### Routed clock nets over the placement, run 1

Bar = 50 um.
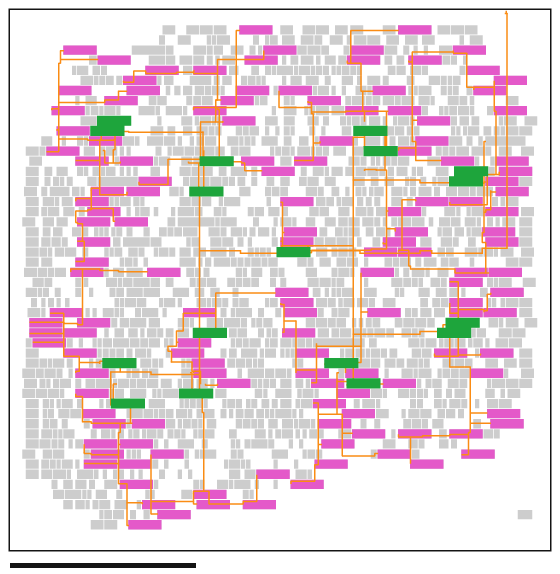
### Sequential cells coloured by netlist name, run 1

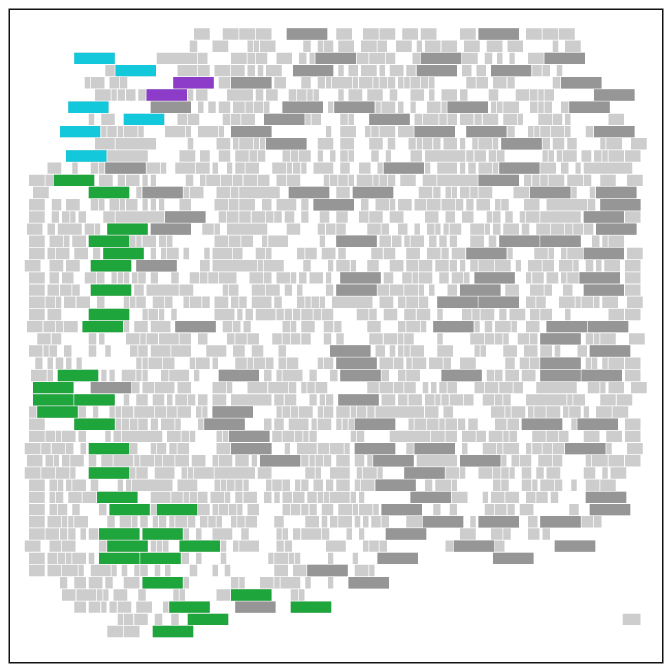
### Pin placement, run 1

Pins as bars across the die edge, other pins in grey.
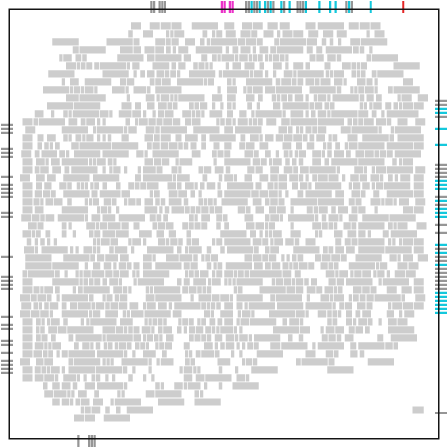
`src/rtl/mdu_pkg.sv`:
```
// Shared definitions for the iterative divider: op-select bit positions,
// FSM state encoding and the divide-by-zero quotient constant.
package mdu_pkg;

    localparam int OP_DIV  = 0;
    localparam int OP_MOD  = 1;
    localparam int OP_DIVU = 2;
    localparam int OP_MODU = 3;

    localparam logic [31:0] DIV0_Q = 32'hFFFF_FFFF;

    typedef enum logic [1:0] {
        S_IDLE,
        S_CALC,
        S_FIX,
        S_DONE
    } state_e;

endpackage

```
`src/rtl/mdu_div_step.sv`:
```
// One combinational restoring-division step: shift {rem,quo} left by one,
// trial-subtract the divisor, keep the difference when it is non-negative.
module div_step #(
    parameter int WIDTH = 32
) (
    input  logic [WIDTH-1:0] i_rem,
    input  logic [WIDTH-1:0] i_quo,
    input  logic [WIDTH-1:0] i_divisor,
    output logic [WIDTH-1:0] o_rem,
    output logic [WIDTH-1:0] o_quo
);

    logic [WIDTH:0] w_shift_rem;
    logic [WIDTH:0] w_trial;

    // One extra bit: the shifted remainder can reach 2*divisor-1, and the
    // top bit of the difference is then the borrow.
    assign w_shift_rem = {i_rem, i_quo[WIDTH-1]};
    assign w_trial     = w_shift_rem - {1'b0, i_divisor};

    always_comb begin
        if (!w_trial[WIDTH]) begin
            o_rem = w_trial[WIDTH-1:0];
            o_quo = {i_quo[WIDTH-2:0], 1'b1};
        end else begin
            o_rem = w_shift_rem[WIDTH-1:0];
            o_quo = {i_quo[WIDTH-2:0], 1'b0};
        end
    end

endmodule

```
`src/rtl/mdu_div.sv`:
```
// Iterative 32-step restoring divider for DIV.W/MOD.W/DIV.WU/MOD.WU with
// valid/ready handshakes on both sides and a synchronous pipeline flush.
module mdu_div
    import mdu_pkg::*;
#(
    parameter int WIDTH = 32,
    parameter int CNT_W = 6
) (
    input  logic             clk,
    input  logic             rstn,
    input  logic             flush,
    input  logic             in_valid,
    output logic             in_ready,
    input  logic [WIDTH-1:0] a,
    input  logic [WIDTH-1:0] b,
    input  logic [3:0]       op,
    output logic             out_valid,
    input  logic             out_ready,
    output logic [WIDTH-1:0] y
);

    state_e           r_state;
    state_e           w_state_nxt;
    logic [CNT_W-1:0] r_cnt;
    logic [WIDTH-1:0] r_rem;
    logic [WIDTH-1:0] r_quo;
    logic [WIDTH-1:0] r_div;
    logic [WIDTH-1:0] r_y;
    logic             r_sign_q;
    logic             r_sign_r;
    logic             r_want_rem;

    logic             w_signed;
    logic             w_want_rem;
    logic             w_accept;
    logic             w_b_zero;
    logic [WIDTH-1:0] w_abs_a;
    logic [WIDTH-1:0] w_abs_b;
    logic [WIDTH-1:0] w_rem_nxt;
    logic [WIDTH-1:0] w_quo_nxt;
    logic [WIDTH-1:0] w_q_fixed;
    logic [WIDTH-1:0] w_r_fixed;
    logic [WIDTH-1:0] w_result;

    // Non-one-hot selects resolve DIV > MOD > DIVU > MODU.
    assign w_signed   = op[OP_DIV] | op[OP_MOD];
    assign w_want_rem = !op[OP_DIV] && (op[OP_MOD] || (!op[OP_DIVU] && op[OP_MODU]));
    assign w_b_zero   = (b == '0);
    assign w_accept   = (r_state == S_IDLE) && in_valid && !flush && (op != 4'b0000);

    assign w_abs_a = (w_signed && a[WIDTH-1]) ? -a : a;
    assign w_abs_b = (w_signed && b[WIDTH-1]) ? -b : b;

    div_step #(.WIDTH(WIDTH)) u_step (
        .i_rem     (r_rem),
        .i_quo     (r_quo),
        .i_divisor (r_div),
        .o_rem     (w_rem_nxt),
        .o_quo     (w_quo_nxt)
    );

    assign w_q_fixed = r_sign_q ? -r_quo : r_quo;
    assign w_r_fixed = r_sign_r ? -r_rem : r_rem;
    assign w_result  = r_want_rem ? w_r_fixed : w_q_fixed;

    // NOTE: every output of this block gets a default first so no path can
    // leave it unassigned and infer a latch.
    always_comb begin
        w_state_nxt = r_state;
        in_ready    = 1'b0;
        out_valid   = 1'b0;
        unique case (r_state)
            S_IDLE: begin
                in_ready = 1'b1;
                if (w_accept) w_state_nxt = w_b_zero ? S_DONE : S_CALC;
            end
            S_CALC: begin
                if (r_cnt == CNT_W'(WIDTH - 1)) w_state_nxt = S_FIX;
            end
            S_FIX: begin
                w_state_nxt = S_DONE;
            end
            S_DONE: begin
                out_valid = 1'b1;
                if (out_ready) w_state_nxt = S_IDLE;
            end
            default: w_state_nxt = S_IDLE;
        endcase
        if (flush) w_state_nxt = S_IDLE;
    end

    // NOTE: state is updated with non-blocking assignments so every register
    // samples the pre-edge values regardless of statement order.
    always_ff @(posedge clk or negedge rstn) begin
        if (!rstn) r_state <= S_IDLE;
        else       r_state <= w_state_nxt;
    end

    always_ff @(posedge clk or negedge rstn) begin
        if (!rstn) begin
            r_cnt      <= '0;
            r_rem      <= '0;
            r_quo      <= '0;
            r_div      <= '0;
            r_y        <= '0;
            r_sign_q   <= 1'b0;
            r_sign_r   <= 1'b0;
            r_want_rem <= 1'b0;
        end else if (w_accept) begin
            r_cnt      <= '0;
            r_rem      <= '0;
            r_quo      <= w_abs_a;
            r_div      <= w_abs_b;
            r_sign_q   <= w_signed & (a[WIDTH-1] ^ b[WIDTH-1]);
            r_sign_r   <= w_signed & a[WIDTH-1];
            r_want_rem <= w_want_rem;
            // Divide by zero skips the iteration; the result is known now.
            if (w_b_zero) r_y <= w_want_rem ? a : WIDTH'(DIV0_Q);
        end else if (r_state == S_CALC) begin
            r_rem <= w_rem_nxt;
            r_quo <= w_quo_nxt;
            r_cnt <= r_cnt + 1'b1;
        end else if (r_state == S_FIX && !flush) begin
            r_y <= w_result;
        end
    end

    assign y = r_y;

endmodule
```
`config.mk`:
```
export PLATFORM = sky130hd
export DESIGN_NAME = mdu_div
export DESIGN_NICKNAME = d
export VERILOG_FILES = /design/src/rtl/mdu_pkg.sv /design/src/rtl/mdu_div_step.sv /design/src/rtl/mdu_div.sv
export SDC_FILE = /design/constraint.sdc
export NUM_CORES = 1
export LEC_CHECK = 0
export CORE_MARGIN = 3
export CORE_UTILIZATION = 55
export CTS_CLUSTER_SIZE = 25
export DETAILED_ROUTE_END_ITERATION = 8
export PLACE_DENSITY = 0.81
export SLEW_MARGIN = 15
export SYNTH_ARGS = -nofsm -noshare
export SYNTH_HDL_FRONTEND = slang
export SYNTH_SLANG_ARGS = --single-unit
```
`constraint.sdc`:
```
create_clock -name clk -period 10 [get_ports clk]
set_clock_uncertainty 0.05 [all_clocks]
set_input_delay 2.5 -clock clk [delete_from_list [all_inputs] [get_ports clk]]
set_output_delay 2.5 -clock clk [all_outputs]
set_load 0.02 [all_outputs]
```
==> impl_metrics.yaml, run 1 <==
# generated from flow reports
cells_and_area:
  design_area_um2: 12450
  area_growth_pct: 16.44
  fin_cells: 1671
  logic_area_um2: 6723
  fin_nets: 1513
  drive_gt1_share_pct: 3.969
  diodes: 0
detailed_routing:
  drc: 0
  dr_total_vias: 10300
  highest_layer: "met5"
  wirelength_um: 29870
  dr.first_iter.drc_count: 963
  wl_met1_um: 12420
  met3WireLength_um: 2463
  wl_per_cell_um: 17.87
  route.met2.wl_um: 13850
critical_path:
  setup.worst_path.end_class: "flop"
  crit_family: "simple AND/OR/NAND/NOR gates"
  path_cells: "clkdlybuf4s50_1 -> or3_1 -> nor3b_2 -> and3_1 -> nand2_1 -> nor4b_2 -> a21oi_1 -> or2_2 -> o31ai_1"
  worstSetupStartpointType: "input pin"
  rr_startpoint: "r_quo[31]"
  reg2reg_slack_ns: 6.00
  crit_fanout: 64
  cp.required_ns: 10.26
  criticalPathCategory: "input pin to flop"
  critPathCapture: "y[28]"
  critPathBufInv: 1
  crit_slowest_cell: "or2_2"
  r2r.worst_path.cells: 12
  worst-path-stages: 9
  critPathArrivalTime_ns: 5.90
  r2r_end: "r_rem[10]"
  max_stage_delay_ns: 0.67
  crit_path_start: "b[2]"
clock_network:
  numCtsBuffers: 17
  cts_setup_buffers: 0
  cts-htree-levels: 4
  cts_tree: "done"
  cts.reportedPaths.clkPinSlew_ns: 0.06
  hold_buffers: 0
  cts-root-buf: "clkbuf_16"
  ctsResizeCount: 0
floorplanning:
  chipArea_um2: 21150
  core_um2: 18890
  ioPinCount: 107
  fp-utilization_pct: 56.60
global_routing:
  use_met1_pct: 35.46
  use_met2_pct: 45.64
  grt_max_degree: 95
  antenna_found_initial: 1
  use_met3_pct: 5.730
  grt_use_total_pct: 27.55
  grt_pass1_wl_um: 48350
  first_global_vias: 9661
  grt_most_used_layer: "met2"
place:
  dp_cells: 1639
  gp_congestion: 0.9727
  dp_hpwl_um: 21570
  placed_cell_area_um2: 11850
  dp_slack_ns: 3.952
  io_buffers: 106
sta:
  rsz0062_at_grt: "false"
  worst_slew_pin_slew_ns: 1.160
  max_freq_ghz: 0.1774
  drv_slew: 0
  layout_min_cycle_time_ns: 5.637
  worst_hold_slack_ns: 0.4238
  timing.final.ws_setup_ns: 4.363
  finalHoldViolCount: 0
  finalClockPeriodUsage_pct: 56.37
  finalSetupTns_ns: 0
logic_synthesis:
  yosysCellCount: 1340
  synth_cells: 1340
  top_area_share_pct: 32.53
  ys.warnings.count: 0
  yosysMostFrequentCell: "nand2_1"
  yosys.area_share.xor_xnor_pct: 11.79
  top_cells_by_area: "dfrtp_1 33%, nand2_1 7.1%, xnor2_1 7.0%, o21ai_0 6.2%, xor2_1 4.8%"
  synth.logic.top_family: "AND-OR/OR-AND gates"
  syn_area_um2: 10690
  synthAoiAreaFrac_pct: 24.02
  simple_gate_share_pct: 19.01
  ys.flops: 139
  yosys.area_share.adder_pct: 4.984
  post_synth_mux_area_share_pct: 2.808
  synth_seq_share_pct: 32.53
  floorplan.nets: 1455
  common_cells: "203 x nand2_1, 139 x dfrtp_1, 133 x o21ai_0"
  synth_async_sr_flop_share_pct: 100.0
  top_area_cell: "dfrtp_1"
hold_path:
  hp-start: "y[19]"
  hold_class: "flop to flop"
  min_to: "y[19]"
pwr:
  power_leader: "combinational cells"
  swShare_pct: 48.72
  comb_power_uw: 2770
  seq_power_share_pct: 26.0
  finalPower_uw: 4627
  p_leak_uw: 0.005030
  p_sw_uw: 2255
  p_int_uw: 2373
status:
  status: "finished, final reports clean"
flow_run:
  openroad.warnings: 29
Notes on 'Routed clock nets over the placement' above:
clock wires -> orange  # length 1,980 um
flip-flops -> magenta  # count 139
cells driving clock nets -> green  # count 17
routed clock nets = 18
clk latency late pin: 0.43 ns
Clock net power: 656 uW
share of total power in the clock network: 14.2%

Notes on 'Sequential cells coloured by netlist name' above:
r_state -> purple  # placed flops 2
r_cnt -> cyan  # placed flops 6, where north-west
r_div -> green  # placed flops 32
fin util: 65.91%
Seq power: 1200 uW
fraction of area in registers: 27.93%
Register Area: 3478 um^2

Notes on 'Pin placement' above:
op -> magenta  # pins 4, direction input, edge north
y -> cyan  # pins 32, direction output, edge 20 east, 12 north
clk -> red  # pins 1, direction input, edge north
all pins by edge = 41 east, 34 north, 28 west, 4 south
die width: 145.4 um
die height: 145.4 um

## run 1: state kept, by name, indices dropped and copies added (netlist names)
signal and flops:
r_cnt 6, r_div 32, r_quo 32, r_rem 32
r_sign_q 1, r_sign_r 1, r_state 2, r_want_rem 1
y 32
## run 1: cells in the final DEF (no fill, tap or decap), drive strengths merged, types with 36 or more instances in the layout
cell type      instances
nand2                204
o21ai                140
dfrtp                139
clkdlybuf4s50        105
a21oi                 90
nor2                  86
xnor2                 85
xor2                  59
inv                   58
o31ai                 44
ha                    41
o22ai                 36
## run 1: layout make-up
class,instances,area share [%]
multi-input cells,1071,53.99
inverters,56,1.688
clock buffers,18,3.447
clock inverters,14,1.377
well taps,260,2.613
flip-flops and latches,139,27.93
repair buffers,113,8.953
### Track usage over the die, run 1

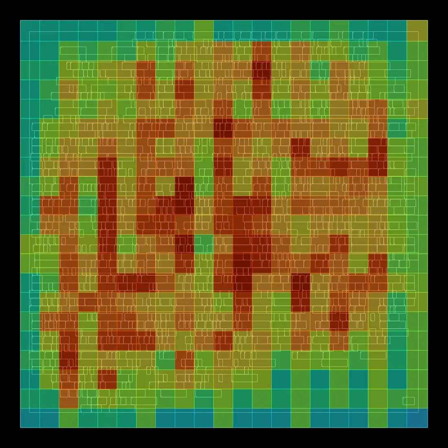

==> inputs of run 2 (changes only) <==
- CORE_UTILIZATION: 55 -> 53
- PLACE_DENSITY: 0.81 -> 0.82
- clock period: 10 -> 5.14 ns (I/O delays scaled with it)
### Track usage over the die, run 2

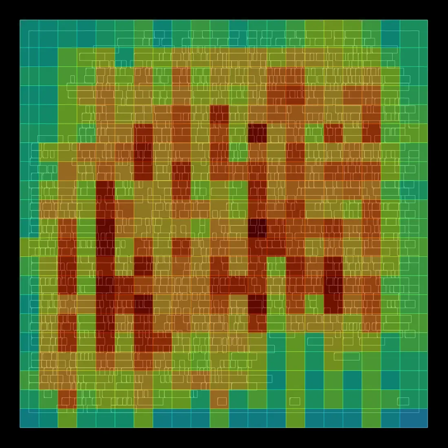
fin util: 63.65%
DR WL/cell: 18.14 um
GR peak layer: met2

### Sequential cells coloured by netlist name, run 2

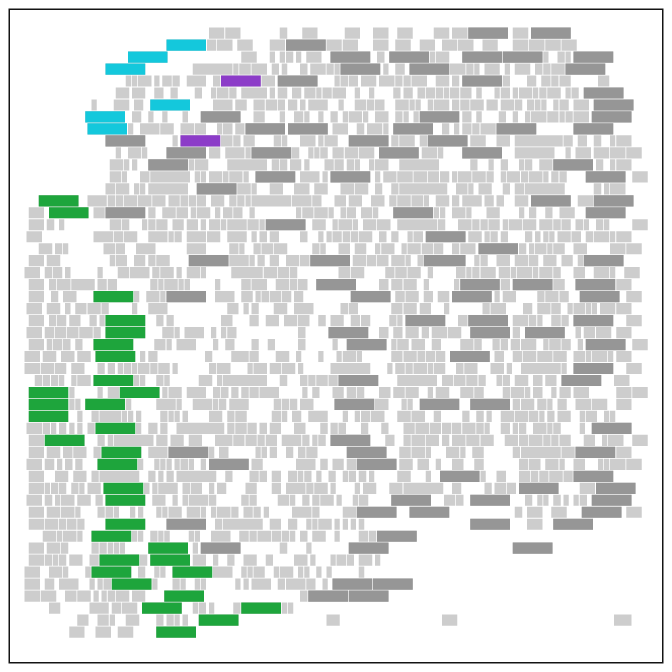
r_state -> purple  # placed flops 2
r_div -> green  # placed flops 32
r_cnt -> cyan  # placed flops 6, where north-west
not coloured = 99
fraction of area in registers: 27.82%
Seq power: 2340 uW
Register Area: 3480 um^2

==> impl_metrics.yaml, run 2 <==
# generated from flow reports
logic_synthesis:
  simple_gate_share_pct: 19.01
  ys.flops: 139
  synth.logic.top_family: "AND-OR/OR-AND gates"
  top_area_cell: "dfrtp_1"
  yosys.area_share.xor_xnor_pct: 11.79
  yosysCellCount: 1340
  synth_cells: 1340
  top_area_share_pct: 32.53
  syn_area_um2: 10690
  floorplan.nets: 1455
  top_cells_by_area: "dfrtp_1 33%, nand2_1 7.1%, xnor2_1 7.0%, o21ai_0 6.2%, xor2_1 4.8%"
  yosys.area_share.adder_pct: 4.984
  ys.warnings.count: 0
critical_path:
  r2r_end: "r_rem[4]"
  worst-path-stages: 10
  cp.required_ns: 5.42
  crit_slowest_cell: "nor4b_2"
  crit_path_start: "b[2]"
  max_stage_delay_ns: 0.47
  critPathCapture: "y[28]"
  rr_startpoint: "r_quo[31]"
  reg2reg_slack_ns: 1.05
  worstSetupStartpointType: "input pin"
detailed_routing:
  dr.first_iter.drc_count: 803
  highest_layer: "met4"
  dr_total_vias: 10390
  drc: 0
clock_network:
  cts_setup_buffers: 0
  worstSkewPairLatency_ns: 0.44
  cts-htree-levels: 4
  ctsResizeCount: 0
  cts-root-buf: "clkbuf_16"
  hold_buffers: 0
global_routing:
  antenna_found_initial: 0
  use_met2_pct: 45.72
  use_met1_pct: 36.77
  use_met3_pct: 5.120
  grt_max_degree: 113
floorplanning:
  core_um2: 19650
  ioPinCount: 107
  die-width_um: 148.0
cells_and_area:
  drive_gt1_share_pct: 4.311
  design_area_um2: 12510
  area_growth_pct: 16.98
  fin_nets: 1517
  lay_top_count: "nand2_1"
  fin_cells: 1680
  final_layout_top_logic_cells: "203 x nand2_1, 138 x dfrtp_1, 133 x o21ai_0, 105 x clkdlybuf4s50_1, 89 x a21oi_1"
place:
  gp_congestion: 0.9423
  dp_hpwl_um: 22020
  placed_cell_area_um2: 11890
hold_path:
  hp-start: "y[24]"
  min_to: "y[24]"
sta:
  timing.final.ws_setup_ns: 0.8852
  finalClockPeriodUsage_pct: 82.78
  worst_hold_slack_ns: 0.4276
  finalHoldViolCount: 0
  finalSetupTns_ns: 0
status:
  status: "finished, final reports clean"
flow_run:
  openroad.warnings: 31
pwr:
  finalPower_uw: 9083
==> run 2: cell types whose count changed in the layout (fill, tap and decap cells not counted), sizes merged <==
cell	previous run	this run
buf	8	12
clkinvlp	0	2
inv	58	62
clkinv	9	3
==> run 2: area by class of cell <==
cell class | count | area (um^2) | share of cell area, %
clock buffers | 18 | 439.2 | 3.511
clock inverters | 14 | 182.7 | 1.460
inverters | 56 | 210.2 | 1.680
multi-input cells | 1071 | 6721 | 53.73
flip-flops and latches | 139 | 3480 | 27.82
well taps | 265 | 331.6 | 2.651
repair buffers | 117 | 1145 | 9.152
==> run 2: where the power goes <==
| group | internal [uW] | switching, uW |
|---|---|---|
| logic | 2260 | 3160 |
| registers | 1600 | 749 |
| clock network | 788 | 533 |
| total | 4640 | 4440 |
### Routed clock nets over the placement, run 2

Bar = 50 um.
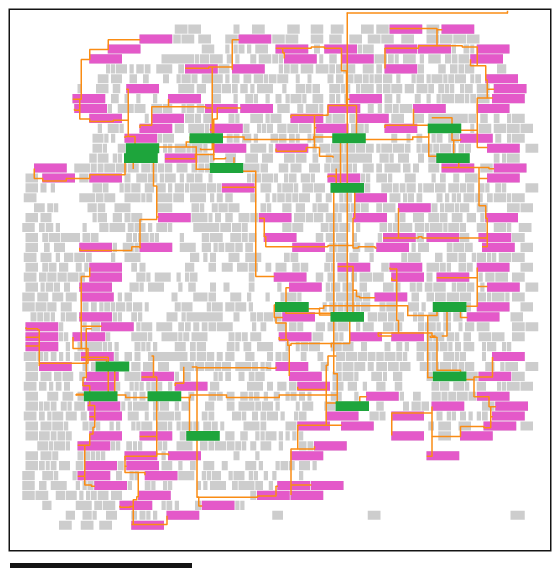

==> inputs of run 3 (changes only) <==
- clock period: 5.14 -> 3.5 ns (I/O delays scaled with it)
### Routed clock nets over the placement, run 3

Bar = 50 um.
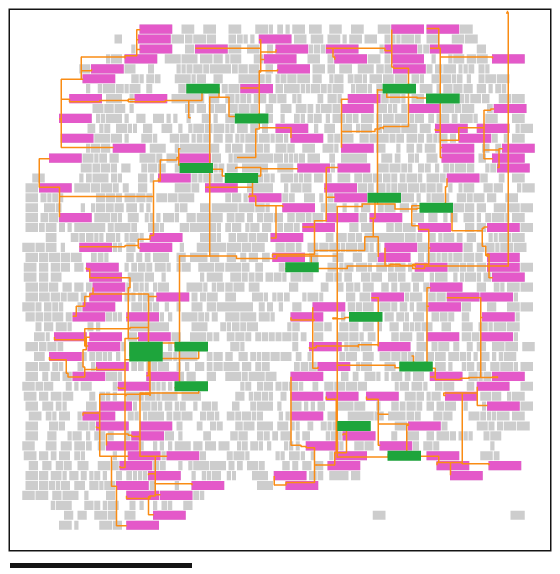
cells driving clock nets -> green  # count 17
clock wires -> orange  # length 2,010 um
flip-flops -> magenta  # count 139
routed clock nets = 18
flops lie = spread over the die
Clock net power: 2000 uW
share of total power in the clock network: 13.9%

==> impl_metrics.yaml, run 3 <==
# generated from flow reports
floorplanning:
  core_um2: 19650
  die_h_um: 148.0
  num_rows: 51
  fp-utilization_pct: 54.41
  chipArea_um2: 21920
  ioPinCount: 107
  die-width_um: 148.0
status:
  status: "finished, final reports clean"
logic_synthesis:
  top_cells_by_area: "dfrtp_1 33%, nand2_1 7.1%, xnor2_1 7.0%, o21ai_0 6.2%, xor2_1 4.8%"
  synthAoiAreaFrac_pct: 24.02
  floorplan.nets: 1455
  yosys.area_share.adder_pct: 4.984
  synth.logic.top_family: "AND-OR/OR-AND gates"
  yosysCellCount: 1340
  ys.flops: 139
  ys.warnings.count: 0
  yosysMostFrequentCell: "nand2_1"
  top_area_share_pct: 32.53
  post_synth_mux_area_share_pct: 2.808
  top_area_cell: "dfrtp_1"
  synth_seq_share_pct: 32.53
  simple_gate_share_pct: 19.01
  common_cells: "203 x nand2_1, 139 x dfrtp_1, 133 x o21ai_0"
  syn_area_um2: 10690
  synth_async_sr_flop_share_pct: 100.0
  yosys.area_share.xor_xnor_pct: 11.79
  flop_cell: "dfrtp_1"
  synth_cells: 1340
  ys_area_um2: 10690
pwr:
  p_leak_uw: 0.005656
  peakVddDrop_v: 0.0005155
  seq_power_share_pct: 21.8
  powerDensity_nw_per_um2: 1066
  finalPower_uw: 14390
  swShare_pct: 46.80
  p_int_uw: 7654
  p_sw_uw: 6732
  combPwrFrac_pct: 64.3
detailed_routing:
  wirelength_um: 32190
  highest_layer: "met4"
  detail-route-antenna-nets: 0
  dr_total_vias: 10800
  met3WireLength_um: 2258
  route.met2.wl_um: 15820
  dr.first_iter.drc_count: 892
  drc: 0
  wl_met1_um: 13150
  firstDrtPassIters: 7
sta:
  worst_slew_pin_slew_ns: 1.001
  layout_min_cycle_time_ns: 3.418
  drv_slew: 0
  finalClockPeriodUsage_pct: 97.67
  finalSetupTns_ns: 0
  finalHoldViolCount: 0
  max_freq_ghz: 0.2925
  rsz0062_at_grt: "true"
  worst_hold_slack_ns: 0.4230
global_routing:
  use_met3_pct: 3.832
  grt_max_degree: 93
  overflow: 0
  grt_use_total_pct: 29.34
  grt_most_used_layer: "met2"
  grt_pass1_wl_um: 52220
  antenna_found_initial: 0
  use_met1_pct: 38.46
  first_global_vias: 10240
clock_network:
  numCtsBuffers: 17
  worstSkewPairLatency_ns: 0.43
  cts.sinks: 139
  cts.reportedPaths.clkPinSlew_ns: 0.06
  cts-root-buf: "clkbuf_16"
  cts-htree-levels: 4
  hold_buffers: 0
  ctsResizeCount: 1
  cts_setup_buffers: 2
  cts_tree: "done"
critical_path:
  max_stage_delay_ns: 0.49
  crit_slowest_cell: "a2111o_1"
  setup.worst_path.end_class: "flop"
  r2r_end: "r_rem[31]"
  crit_family: "AND-OR/OR-AND gates"
  critPathCapture: "r_rem[31]"
  rr_startpoint: "r_quo[31]"
  cp.required_ns: 3.77
  r2r.worst_path.cells: 12
  path_cells: "inv_1 -> ha_1 -> fa_2 -> nand2b_4 -> a21o_1 -> a211o_1 -> a211o_1 -> buf_4 -> a2111o_1 -> a211oi_2 -> mux2i_1 -> a221oi_1"
  reg2reg_slack_ns: 0.08
  crit_top_cell: "a211o_1"
  criticalPathCategory: "flop to flop"
  critPathBufInv: 2
  critPathArrivalTime_ns: 3.69
  crit_path_start: "r_quo[31]"
  worstSetupStartpointType: "flop"
  crit_fanout: 4
  worst-path-stages: 12
cells_and_area:
  final_layout_top_logic_cells: "202 x nand2_1, 139 x dfrtp_1, 133 x o21ai_0, 111 x buf_4, 105 x clkdlybuf4s50_1"
  fin_nets: 1625
  fin_cells: 1788
  area_growth_pct: 26.23
  drive_gt1_share_pct: 11.56
  diodes: 0
  lay_top_count: "nand2_1"
flow_run:
  max-cap-violations: 0
  openroad.warnings: 30
place:
  io_buffers: 106
  dp_hpwl_um: 23890
  dp_cells: 1753
  gp_congestion: 0.9347
hold_path:
  hold_class: "input pin to async pin"
### Track usage over the die, run 3

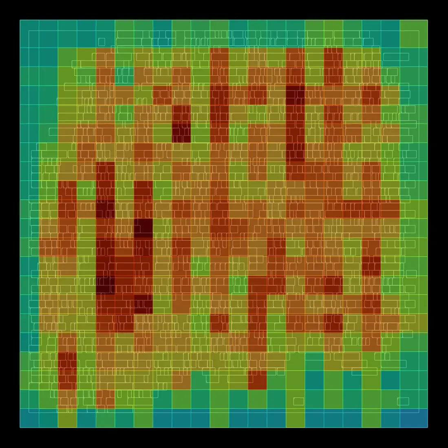
GRT met2 Usage: 50.17%
DR WL/cell: 18.00 um
fin util: 68.68%

-- run 3: power groups by stage --
stage	clock [uW]	combinational, uW	sequential, uW
floorplan	0	5950	3170
global placement	0	8680	3100
detailed placement	0	8900	3120
CTS	2010	9050	3110
global route	2090	10100	3220
finish	2000	9250	3140
-- run 3: cell type report --
type / instances / area (um^2)
tap: 265 / 331.6
timing repair buffer: 225 / 2056
clock buffer: 22 / 484.2
sequential: 139 / 3478
clock inverter: 10 / 161.4
multi-input combinational: 1071 / 6778
inverter: 56 / 210.2
fill: 1583 / 6155
-- run 3: metrics by stage --
step	setup slack (ns)	cell area (um^2)
2_1_floorplan	0.1716	10690
3_3_place_gp	-0.2674	12770
3_5_place_dp	-0.3680	12770
4_1_cts	0.008487	13440
5_1_grt	-0.03747	13500
6_report	0.08153	13500

==> notes/layouts.md <==
Pictures saved along the way, in no particular order.

The metal 4 layer.
shot_01.png
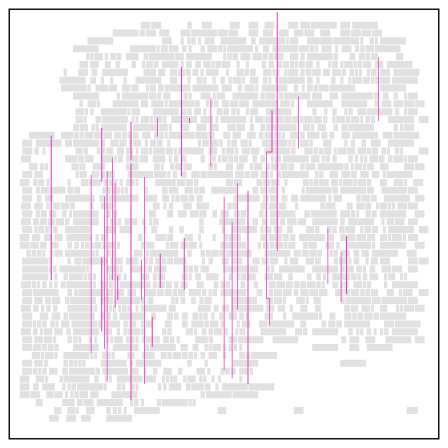
shot_02.png
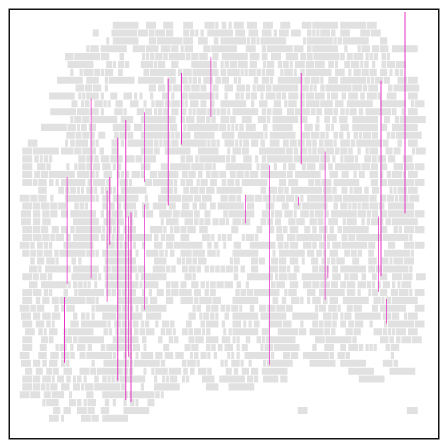
- shot_01.png = run 2
- shot_02.png = run 3

No activity file was given, so power comes from the tool's default toggle rates.
